==> run_1/metal_stack.png <==
(6 px per µm) Only two layers are drawn.
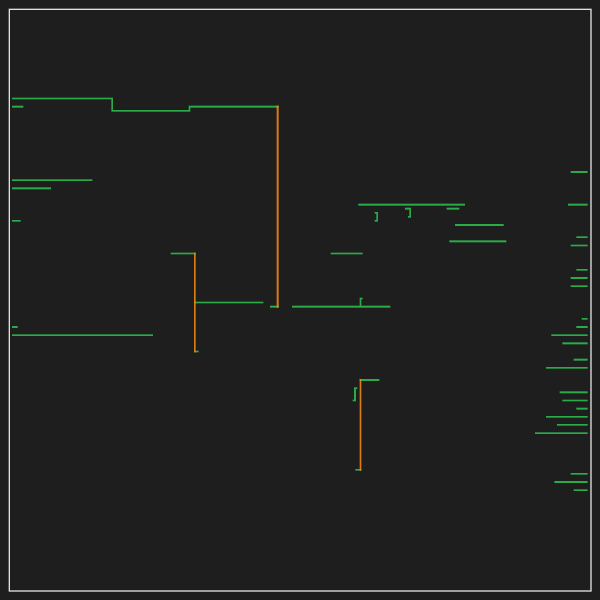
==> run_1/final_clocks.png <==
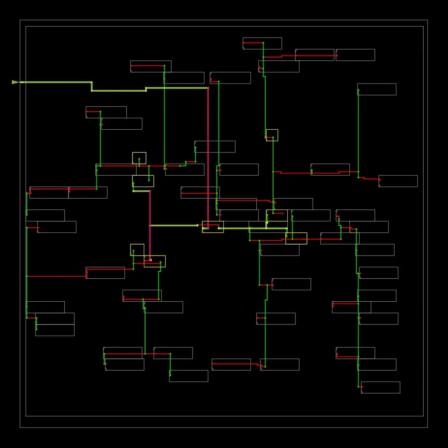
==> run_1/port_nets.png <==
(4 px per µm)
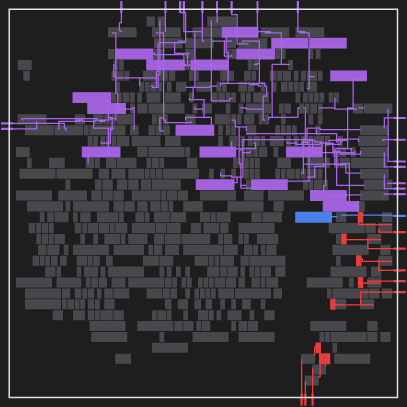
--- src/rtl/vga_pkg.sv ---
// ---------------------------------------------------------------------------
// vga_pkg
// Shared definitions for the frame-buffer reader and writer.
// - Default image geometry and BRAM address width.
// - Frame-buffer size.
// - Read-controller state type.
// - A helper that gives the counter width for a given count.
// ---------------------------------------------------------------------------
package vga_pkg;

    localparam int IMG_W     = 540;
    localparam int IMG_H     = 360;
    localparam int ADDR_W    = 18;
    localparam int FB_PIXELS = IMG_W * IMG_H;

    typedef enum logic [1:0] {
        WAIT_SYNC = 2'd0,
        ACTIVE    = 2'd1,
        DONE      = 2'd2
    } rd_state_t;

    // A counter that runs from 0 to n-1 needs at least one bit, even when n is 1.
    function automatic int cnt_width(input int n);
        return (n > 1) ? $clog2(n) : 1;
    endfunction

endpackage

--- src/rtl/vga_fb_reader_if.sv ---
// ---------------------------------------------------------------------------
// vga_fb_reader_if
// BRAM read port between the frame-buffer reader and the frame-buffer BRAM.
//   bram_addr  : read address                       (master -> slave)
//   bram_rd    : read enable                        (master -> slave)
//   bram_dout  : read data, RD_LAT cycles after the address was sampled
//                                                   (slave -> master)
// ---------------------------------------------------------------------------
interface vga_fb_reader_if #(
    parameter int ADDR_W = 18
);
    logic [ADDR_W-1:0] bram_addr;
    logic              bram_rd;
    logic [7:0]        bram_dout;

    modport master (
        output bram_addr,
        output bram_rd,
        input  bram_dout
    );

    modport slave (
        input  bram_addr,
        input  bram_rd,
        output bram_dout
    );
endinterface

--- src/rtl/vga_rd_lat_pipe.sv ---
// ---------------------------------------------------------------------------
// vga_rd_lat_pipe
// DEPTH-deep valid shift register that tracks BRAM reads in flight. A 1
// entering at vld_i in cycle n appears at vld_o in cycle n+DEPTH.
//   clk    : clock
//   rst_n  : asynchronous active-low reset, clears the pipe
//   vld_i  : read issued in this cycle
//   vld_o  : BRAM data for a read issued DEPTH cycles ago is on the bus
// ---------------------------------------------------------------------------
module vga_rd_lat_pipe #(
    parameter int DEPTH = 2
) (
    input  logic clk,
    input  logic rst_n,
    input  logic vld_i,
    output logic vld_o
);

    logic [DEPTH-1:0] pipe_q;

    generate
        if (DEPTH == 1) begin : g_single
            // Single stage: register the read strobe.
            always_ff @(posedge clk or negedge rst_n) begin
                if (!rst_n) begin
                    pipe_q <= 1'b0;
                end else begin
                    pipe_q <= vld_i;
                end
            end
        end else begin : g_multi
            // Shift the read strobe towards the output by one stage each cycle.
            always_ff @(posedge clk or negedge rst_n) begin
                if (!rst_n) begin
                    pipe_q <= {DEPTH{1'b0}};
                end else begin
                    pipe_q <= {pipe_q[DEPTH-2:0], vld_i};
                end
            end
        end
    endgenerate

    assign vld_o = pipe_q[DEPTH-1];

endmodule

--- src/rtl/vga_fb_reader.sv ---
// ---------------------------------------------------------------------------
// vga_fb_reader
// Frame-buffer read controller in front of vga_port on clk_65.
//
// Function:
// - Turns the per-pixel bram_en strobe into sequential BRAM read addresses.
// - Aligns the returned BRAM data to the read latency.
// - Delivers an 8-bit grey pixel stream on rgb_o.
// - Restarts on every VSYNC active edge.
// - Ignores strobes once the image has been fully read.
//
// Ports:
//   clk_65       : pixel clock
//   rst_n        : asynchronous active-low reset
//   vga_vs_i     : VSYNC from vga_port
//   bram_en_i    : per-pixel read request from vga_port
//   bram_if      : BRAM read port (address, read enable, read data)
//   rgb_o        : fetched pixel, registered
//   rgb_vld_o    : rgb_o holds a fetched pixel
//   frame_err_o  : one-cycle pulse after a VSYNC edge that cut the previous
//                  frame short
// ---------------------------------------------------------------------------
module vga_fb_reader #(
    parameter int   IMG_W     = vga_pkg::IMG_W,
    parameter int   IMG_H     = vga_pkg::IMG_H,
    parameter int   ADDR_W    = vga_pkg::ADDR_W,
    parameter int   RD_LAT    = 2,
    parameter logic VSYNC_POL = 1'b1
) (
    input  logic                   clk_65,
    input  logic                   rst_n,
    input  logic                   vga_vs_i,
    input  logic                   bram_en_i,
    vga_fb_reader_if.master        bram_if,
    output logic [7:0]             rgb_o,
    output logic                   rgb_vld_o,
    output logic                   frame_err_o
);
    import vga_pkg::*;

    localparam int COL_W  = cnt_width(IMG_W);
    localparam int LINE_W = cnt_width(IMG_H);

    localparam logic [COL_W-1:0]  COL_LAST  = COL_W'(IMG_W - 1);
    localparam logic [LINE_W-1:0] LINE_LAST = LINE_W'(IMG_H - 1);

    // Frame-start detection
    logic vs_act_s;
    logic sof_s;
    logic vs_q;

    // Read-issue state
    rd_state_t         state_q;
    logic [ADDR_W-1:0] addr_q;
    logic [COL_W-1:0]  col_q;
    logic [LINE_W-1:0] line_q;
    logic              rd_s;
    logic              last_s;

    // Data path
    logic              pipe_out_s;
    logic [7:0]        rgb_q;
    logic              rgb_vld_q;
    logic              frame_err_q;

    // VSYNC_POL=1 means active low, so the active level is the inverse of
    // the polarity bit.
    assign vs_act_s = (vga_vs_i == ~VSYNC_POL);
    assign sof_s    = vs_act_s & ~vs_q;

    // The read goes out in the same cycle as the strobe. A frame start wins
    // over a coincident strobe, so that strobe is dropped.
    assign rd_s   = bram_en_i & (state_q == ACTIVE) & ~sof_s;
    assign last_s = (col_q == COL_LAST) && (line_q == LINE_LAST);

    // Register VSYNC activity for edge detection.
    always_ff @(posedge clk_65 or negedge rst_n) begin
        if (!rst_n) begin
            vs_q <= 1'b0;
        end else begin
            vs_q <= vs_act_s;
        end
    end

    // Frame FSM with address, column and line counters.
    // The address stops at the last pixel, so it never leaves the image.
    always_ff @(posedge clk_65 or negedge rst_n) begin
        if (!rst_n) begin
            state_q     <= WAIT_SYNC;
            addr_q      <= {ADDR_W{1'b0}};
            col_q       <= {COL_W{1'b0}};
            line_q      <= {LINE_W{1'b0}};
            frame_err_q <= 1'b0;
        end else begin
            // A frame start while still ACTIVE means the last frame was short.
            frame_err_q <= sof_s & (state_q == ACTIVE);
            if (sof_s) begin
                state_q <= ACTIVE;
                addr_q  <= {ADDR_W{1'b0}};
                col_q   <= {COL_W{1'b0}};
                line_q  <= {LINE_W{1'b0}};
            end else begin
                case (state_q)
                    ACTIVE: begin
                        if (bram_en_i) begin
                            if (last_s) begin
                                state_q <= DONE;
                            end else begin
                                addr_q <= addr_q + ADDR_W'(1);
                            end
                            if (col_q == COL_LAST) begin
                                col_q <= {COL_W{1'b0}};
                                if (!last_s) begin
                                    line_q <= line_q + LINE_W'(1);
                                end
                            end else begin
                                col_q <= col_q + COL_W'(1);
                            end
                        end
                    end
                    WAIT_SYNC: begin
                        state_q <= WAIT_SYNC;
                    end
                    DONE: begin
                        state_q <= DONE;
                    end
                    default: begin
                        state_q <= WAIT_SYNC;
                    end
                endcase
            end
        end
    end

    vga_rd_lat_pipe #(
        .DEPTH (RD_LAT)
    ) u_lat_pipe (
        .clk   (clk_65),
        .rst_n (rst_n),
        .vld_i (rd_s),
        .vld_o (pipe_out_s)
    );

    // Capture BRAM data when the matching read reaches the end of the
    // pipe. Otherwise drive black and mark the slot as invalid.
    always_ff @(posedge clk_65 or negedge rst_n) begin
        if (!rst_n) begin
            rgb_q     <= 8'd0;
            rgb_vld_q <= 1'b0;
        end else if (pipe_out_s) begin
            rgb_q     <= bram_if.bram_dout;
            rgb_vld_q <= 1'b1;
        end else begin
            rgb_q     <= 8'd0;
            rgb_vld_q <= 1'b0;
        end
    end

    assign bram_if.bram_addr = addr_q;
    assign bram_if.bram_rd   = rd_s;
    assign rgb_o             = rgb_q;
    assign rgb_vld_o         = rgb_vld_q;
    assign frame_err_o       = frame_err_q;

endmodule
--- src/flat_wrapper.sv ---
// flat-port wrapper written by rule: the top's interface ports become plain ports
module vga_fb_reader_flat import vga_pkg::*;
#(
    parameter int   IMG_W     = vga_pkg::IMG_W,
    parameter int   IMG_H     = vga_pkg::IMG_H,
    parameter int   ADDR_W    = vga_pkg::ADDR_W,
    parameter int   RD_LAT    = 2,
    parameter logic VSYNC_POL = 1'b1
)
  (clk_65, rst_n, vga_vs_i, bram_en_i, rgb_o, rgb_vld_o, frame_err_o, bram_if_bram_addr, bram_if_bram_rd, bram_if_bram_dout);
  vga_fb_reader_if #(.ADDR_W(ADDR_W)) bram_if_i ();
  input  logic clk_65;
  input  logic rst_n;
  input  logic vga_vs_i;
  input  logic bram_en_i;
  output logic [7:0] rgb_o;
  output logic rgb_vld_o;
  output logic frame_err_o;
  output wire logic [$bits(bram_if_i.bram_addr)-1:0] bram_if_bram_addr;
  output wire logic [$bits(bram_if_i.bram_rd)-1:0] bram_if_bram_rd;
  input wire logic [$bits(bram_if_i.bram_dout)-1:0] bram_if_bram_dout;
  assign bram_if_bram_addr = bram_if_i.bram_addr;
  assign bram_if_bram_rd = bram_if_i.bram_rd;
  assign bram_if_i.bram_dout = bram_if_bram_dout;
  vga_fb_reader #(.IMG_W(IMG_W), .IMG_H(IMG_H), .ADDR_W(ADDR_W), .RD_LAT(RD_LAT), .VSYNC_POL(VSYNC_POL)) u_core (.clk_65(clk_65), .rst_n(rst_n), .vga_vs_i(vga_vs_i), .bram_en_i(bram_en_i), .bram_if(bram_if_i), .rgb_o(rgb_o), .rgb_vld_o(rgb_vld_o), .frame_err_o(frame_err_o));
endmodule
--- config.mk ---
export PLATFORM = sky130hd
export DESIGN_NAME = vga_fb_reader_flat
export DESIGN_NICKNAME = d
export VERILOG_FILES = /design/src/rtl/vga_pkg.sv /design/src/rtl/vga_fb_reader_if.sv /design/src/rtl/vga_rd_lat_pipe.sv /design/src/rtl/vga_fb_reader.sv /design/src/flat_wrapper.sv
export SDC_FILE = /design/constraint.sdc
export NUM_CORES = 1
export LEC_CHECK = 0
export ABC_AREA = 1
export ABC_CLOCK_PERIOD_IN_PS = 1500
export CAP_MARGIN = 20
export CORE_MARGIN = 1
export CORE_UTILIZATION = 33
export DETAILED_ROUTE_END_ITERATION = 10
export SLEW_MARGIN = 20
export SYNTH_ARGS = -nofsm -noshare
export SYNTH_HDL_FRONTEND = slang
export SYNTH_SLANG_ARGS = --single-unit
--- constraint.sdc ---
create_clock -name clk_65 -period 1.5 [get_ports clk_65]
set_input_delay 0.225 -clock clk_65 [delete_from_list [all_inputs] [get_ports clk_65]]
set_output_delay 0.225 -clock clk_65 [all_outputs]
set_load 0.05 [all_outputs]
==> ci_impl_report.md, run 1 <==
### Flow metrics

| Metric | Value |
|---|---|
| Status | complete, but fails checks |
| Failing checks | setup timing |
| Post-CTS sizing | 32 |
| Yosys stat chip area | 2960 µm² |
| Post-synth seq share | a little over two fifths |
| Top power group | combinational cells |
| Worst path top cell family by delay | simple AND/OR/NAND/NOR gates |
| Switch share | 39.0% |
| Non-filler cells in the finished layout | just over 600 |
| Critical-path maximum fanout | 8 |
| M3 GR Usage | 3.18% |
| CTS root buffer | clkbuf_8 |
| Die height | about 97 µm |
| RR Endpoint | u_core.line_q[1]$_DFFE_PN0P_ |
| # fillers | approximately 810 |
| Syn Inst Count | just over 400 |
| # nets final | approximately 520 |
| Chip width | 96.7 µm |
| Number of setup violations in the final report | 8 |
| Drt total wl | 7.22 mm |
| CTS Buf Count | 5 |
| Worst path buffer plus inverter count | 2 |
| Initial DRC Count | 115 |
| CLK BUF | 5 |
| Final WS setup | -0.0191 ns |
| RD Place Congestion | ~0.83 |
| Setup crit start | u_core.line_q[0]$_DFFE_PN0P_ |
| DR top layer | met4 |
| Actual slew at the worst max-slew pin | 0.399 ns |
| CP max stage delay | approximately 0.37 ns |
| Unrepaired setup endpoints after global routing | true |
| Num ports | 41 |
Notes on metal_stack.png above:
[met3] green | wire length: 256 µm
[met4] orange | wire length: 64.6 µm

Notes on final_clocks.png above:
Sink Count: 52
seq_cells: 52

Notes on port_nets.png above:
[`bram_if_bram_dout`] red | bits: 8 | direction: input | edge: 5 right, 3 bottom | end cells: 8 | buffers: 8 | wire: 114 µm
[`frame_err_o`] blue | bits: 1 | direction: output | edge: right | end cells: 1 | buffers: 1 | wire: 15.0 µm
[`bram_if_bram_addr`] purple | bits: 18 | direction: output | edge: 9 top, 7 right, 2 left | end cells: 18 | buffers: 27 | wire: 938 µm

[run 1: cell usage in the layout (no fill, tap or decap), types with 2 or more instances in the layout]
master and count:
a21oi_1 10, buf_12 21, buf_4 61, buf_6 5, clkbuf_8 5, clkdlybuf4s50_1 10, dfrtp_1 43, dfrtp_2 9
ha_4 3, inv_1 38, inv_2 5, inv_6 2, nand2_1 123, nand2_2 20, nand2_4 4, nand2_8 3
nand3_1 19, nand3_2 12, nand3_4 3, nand3b_1 2, nand4_1 3, nor2_1 47, nor2_2 2, nor2_4 9
nor3_1 6, nor3_2 3, o21ai_0 9, o21bai_1 4, xor2_1 4
==> run_1/zoom.png <==
Window x 63 to 83, y 63 to 83 µm. Cells in grey, sequential cells in the stronger grey; small squares are vias.
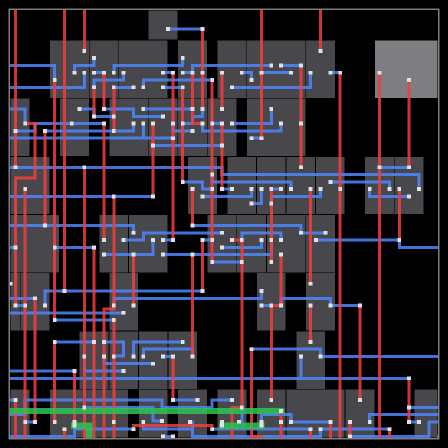

## Run 2: what changed since run 1
--- a/config.mk
+++ b/config.mk
@@ -11,6 +11,7 @@
 export CORE_MARGIN = 1
 export CORE_UTILIZATION = 33
 export DETAILED_ROUTE_END_ITERATION = 10
+export REMOVE_ABC_BUFFERS = 1
 export SLEW_MARGIN = 20
 export SYNTH_ARGS = -nofsm -noshare
 export SYNTH_HDL_FRONTEND = slang
==> run_2/zoom.png <==
Window x 63 to 83, y 63 to 83 µm. Cells in grey, sequential cells in the stronger grey; small squares are vias.
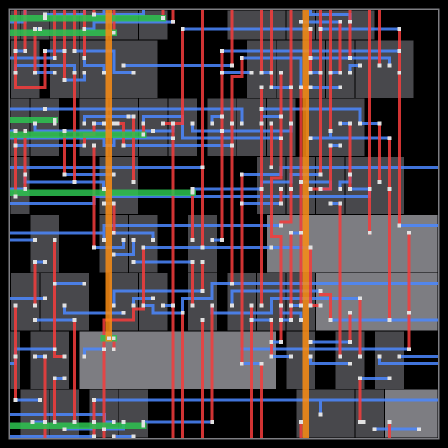
[met4] orange
[met2] red
[met3] green
[met1] blue
most frequent: nand2_1 (25), nor2_1 (10), inv_1 (5)
sequential cells in the window: 3
netlist names of flops here include: `u_core.bram_if.bram_addr` (3)
cells with their middle in the window: 55

==> ci_impl_report.md, run 2 <==
### Flow metrics

| Metric | Value |
|---|---|
| Status | complete, but fails checks |
| Failing checks | setup timing |
| Top cell excl fill/tap | nand2_1 |
| Drt total wl | 7.51 mm |
| Seq_cells | 52 |
| Post-synth seq share | between 40 and 50% |
| CLK BUF | 7 |
| Top power group | combinational cells |
| Yosys stat chip area | between 2000 and 3000 µm² |
| Number of setup violations in the final report | 4 |
| Actual slew at the worst max-slew pin | roughly 0.3 ns |
| Non-filler cells in the finished layout | around 620 |
| DR top layer | met4 |
| Most common reg cell | dfrtp_1 |
| Top cells excl fill/tap | 125 x nand2_1, 69 x buf_4, 51 x dfrtp_1 |
| Worst path top cell family by delay | simple AND/OR/NAND/NOR gates |
| Post-CTS sizing | 28 |
| RD Place Congestion | just over 0.8 |
| Syn Inst Count | a little over 400 |
| Chip width | slightly below 100 µm |
| Yosys warning tally | 0 |
| Unrepaired setup endpoints after global routing | true |
| Initial DRC Count | between 100 and 150 |
| # nets final | between 500 and 600 |
| Final WS setup | -0.0308 ns |
| Drt drc | 0 |
| RR Endpoint | u_core.line_q[1]$_DFFE_PN0P_ |
| Switch share | a little over a third |
| Worst path buffer plus inverter count | 2 |
| # fillers | ~800 |
==> run_2/port_nets.png <==
(4 px per µm)
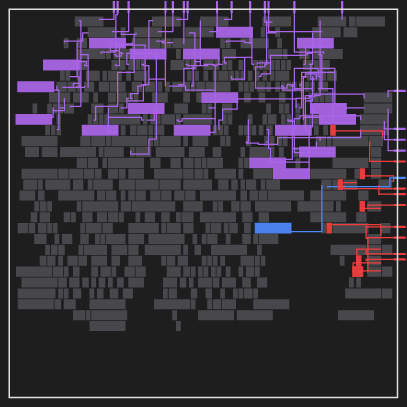
num ports: 41
I/O Buffers: 40

[run 2: cell counts after synthesis]
No cell type changed its count.
[run 2: worst max-delay path by stage]
stage | startpoint | to | cells past startpoint
global route | u_core.bram_if.bram_addr[0]$_DFFE_PN0P_ | u_core.bram_if.bram_addr[14]$_DFFE_PN0P_ | 9
CTS | u_core.line_q[0]$_DFFE_PN0P_ | u_core.line_q[0]$_DFFE_PN0P_ | 11
floorplan | u_core.state_q[1]$_DFFE_PN0P_ | u_core.bram_if.bram_addr[0]$_DFFE_PN0P_ | 7
detailed placement | vga_vs_i | u_core.line_q[1]$_DFFE_PN0P_ | 8
finish | u_core.line_q[0]$_DFFE_PN0P_ | u_core.line_q[1]$_DFFE_PN0P_ | 11
global placement | vga_vs_i | u_core.line_q[0]$_DFFE_PN0P_ | 8
## Run 3: what changed since run 2
--- a/config.mk
+++ b/config.mk
@@ -10,6 +10,7 @@
 export CAP_MARGIN = 20
 export CORE_MARGIN = 1
 export CORE_UTILIZATION = 33
+export CTS_CLUSTER_DIAMETER = 50
 export DETAILED_ROUTE_END_ITERATION = 10
 export REMOVE_ABC_BUFFERS = 1
 export SLEW_MARGIN = 20
==> run_3/port_nets.png <==
(4 px per µm)
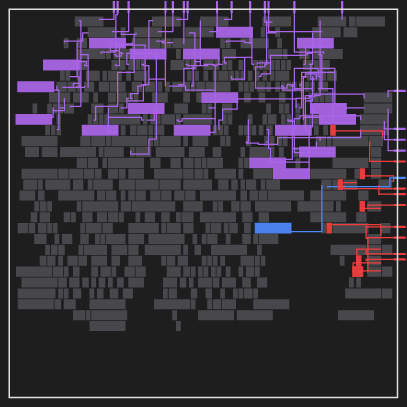
[`bram_if_bram_dout`] red | bits: 8 | direction: input | edge: right | end cells: 8 | buffers: 8 | wire: 157 µm
[`frame_err_o`] blue | bits: 1 | direction: output | edge: right | end cells: 1 | buffers: 1 | wire: 38.4 µm
[`bram_if_bram_addr`] purple | bits: 18 | direction: output | edge: 14 top, 4 right | end cells: 18 | buffers: 30 | wire: 992 µm

==> run_3/zoom.png <==
Window x 63 to 83, y 63 to 83 µm. Cells in grey, sequential cells in the stronger grey; small squares are vias.
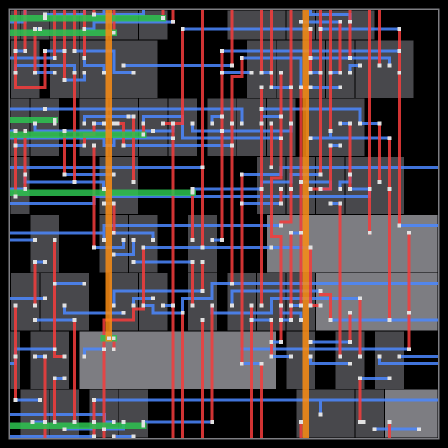
[met4] orange
[met1] blue
[met3] green
[met2] red
sequential cells in the window: 3
cells with their middle in the window: 55
netlist names of flops here include: `u_core.bram_if.bram_addr` (3)
most frequent: nand2_1 (25), nor2_1 (10), inv_1 (5)

==> ci_impl_report.md, run 3 <==
### Flow metrics

| Metric | Value |
|---|---|
| Worst path buffer plus inverter count | 2 |
| Drt drc | 0 |
| Sink Count | 52 |
| # nets final | roughly 520 |
| Yosys stat chip area | a little under 3000 µm² |
| CTS root buffer | clkbuf_8 |
| CTS Buf Count | 5 |
| Top cells excl fill/tap | 125 x nand2_1, 69 x buf_4, 51 x dfrtp_1 |
| Unrepaired setup endpoints after global routing | true |
| DR top layer | met4 |
| Number of setup violations in the final report | 4 |
| I/O Buffers | approximately 40 |
| Post-CTS sizing | 28 |
| Critical-path maximum fanout | 6 |
| Post-synth seq share | between 40 and 50% |
| RR Endpoint | u_core.line_q[1]$_DFFE_PN0P_ |
| Num ports | roughly 41 |
| Switch share | between 30% and 40% |
| Failing checks | setup timing |
| Top cell excl fill/tap | nand2_1 |
| Top power group | combinational cells |
| Final WS setup | -0.0308 ns |
| M3 GR Usage | 3.03% |
| # fillers | between 700 and 800 |
| Actual slew at the worst max-slew pin | approximately 0.3 ns |
| Chip width | about 97 µm |
| Status | complete, but fails checks |
==> run 3: cell counts in the layout (fill, tap and decap cells not counted) <==
No cell type changed its count.
==> run 3: logic make-up after synthesis <==
logic type | share of synthesized area (%)
fa+ha+maj | 1.69
compound gates | 5.67
simple gates | 39.5
flops | 44.0
xor+xnor | 1.48
buf+inv | 7.65
==> run 3: worst register-to-register path, delay by kind of cell, from the launching register on <==
kind / cells / cell delay [ns]
simple gates: 8 / 0.62
flops: 1 / 0.37
buf+inv: 2 / 0.23
fa+ha+maj: 1 / 0.19
==> run 3: per-stage QoR <==
step	std cells	power [mW]
after detailed placement	594	3.74
after CTS	609	4.92
after global placement	594	3.70
after floorplan	394	2.75
after global routing	617	5.35
final	617	5.08
Power is estimated from default activity; no workload was simulated.
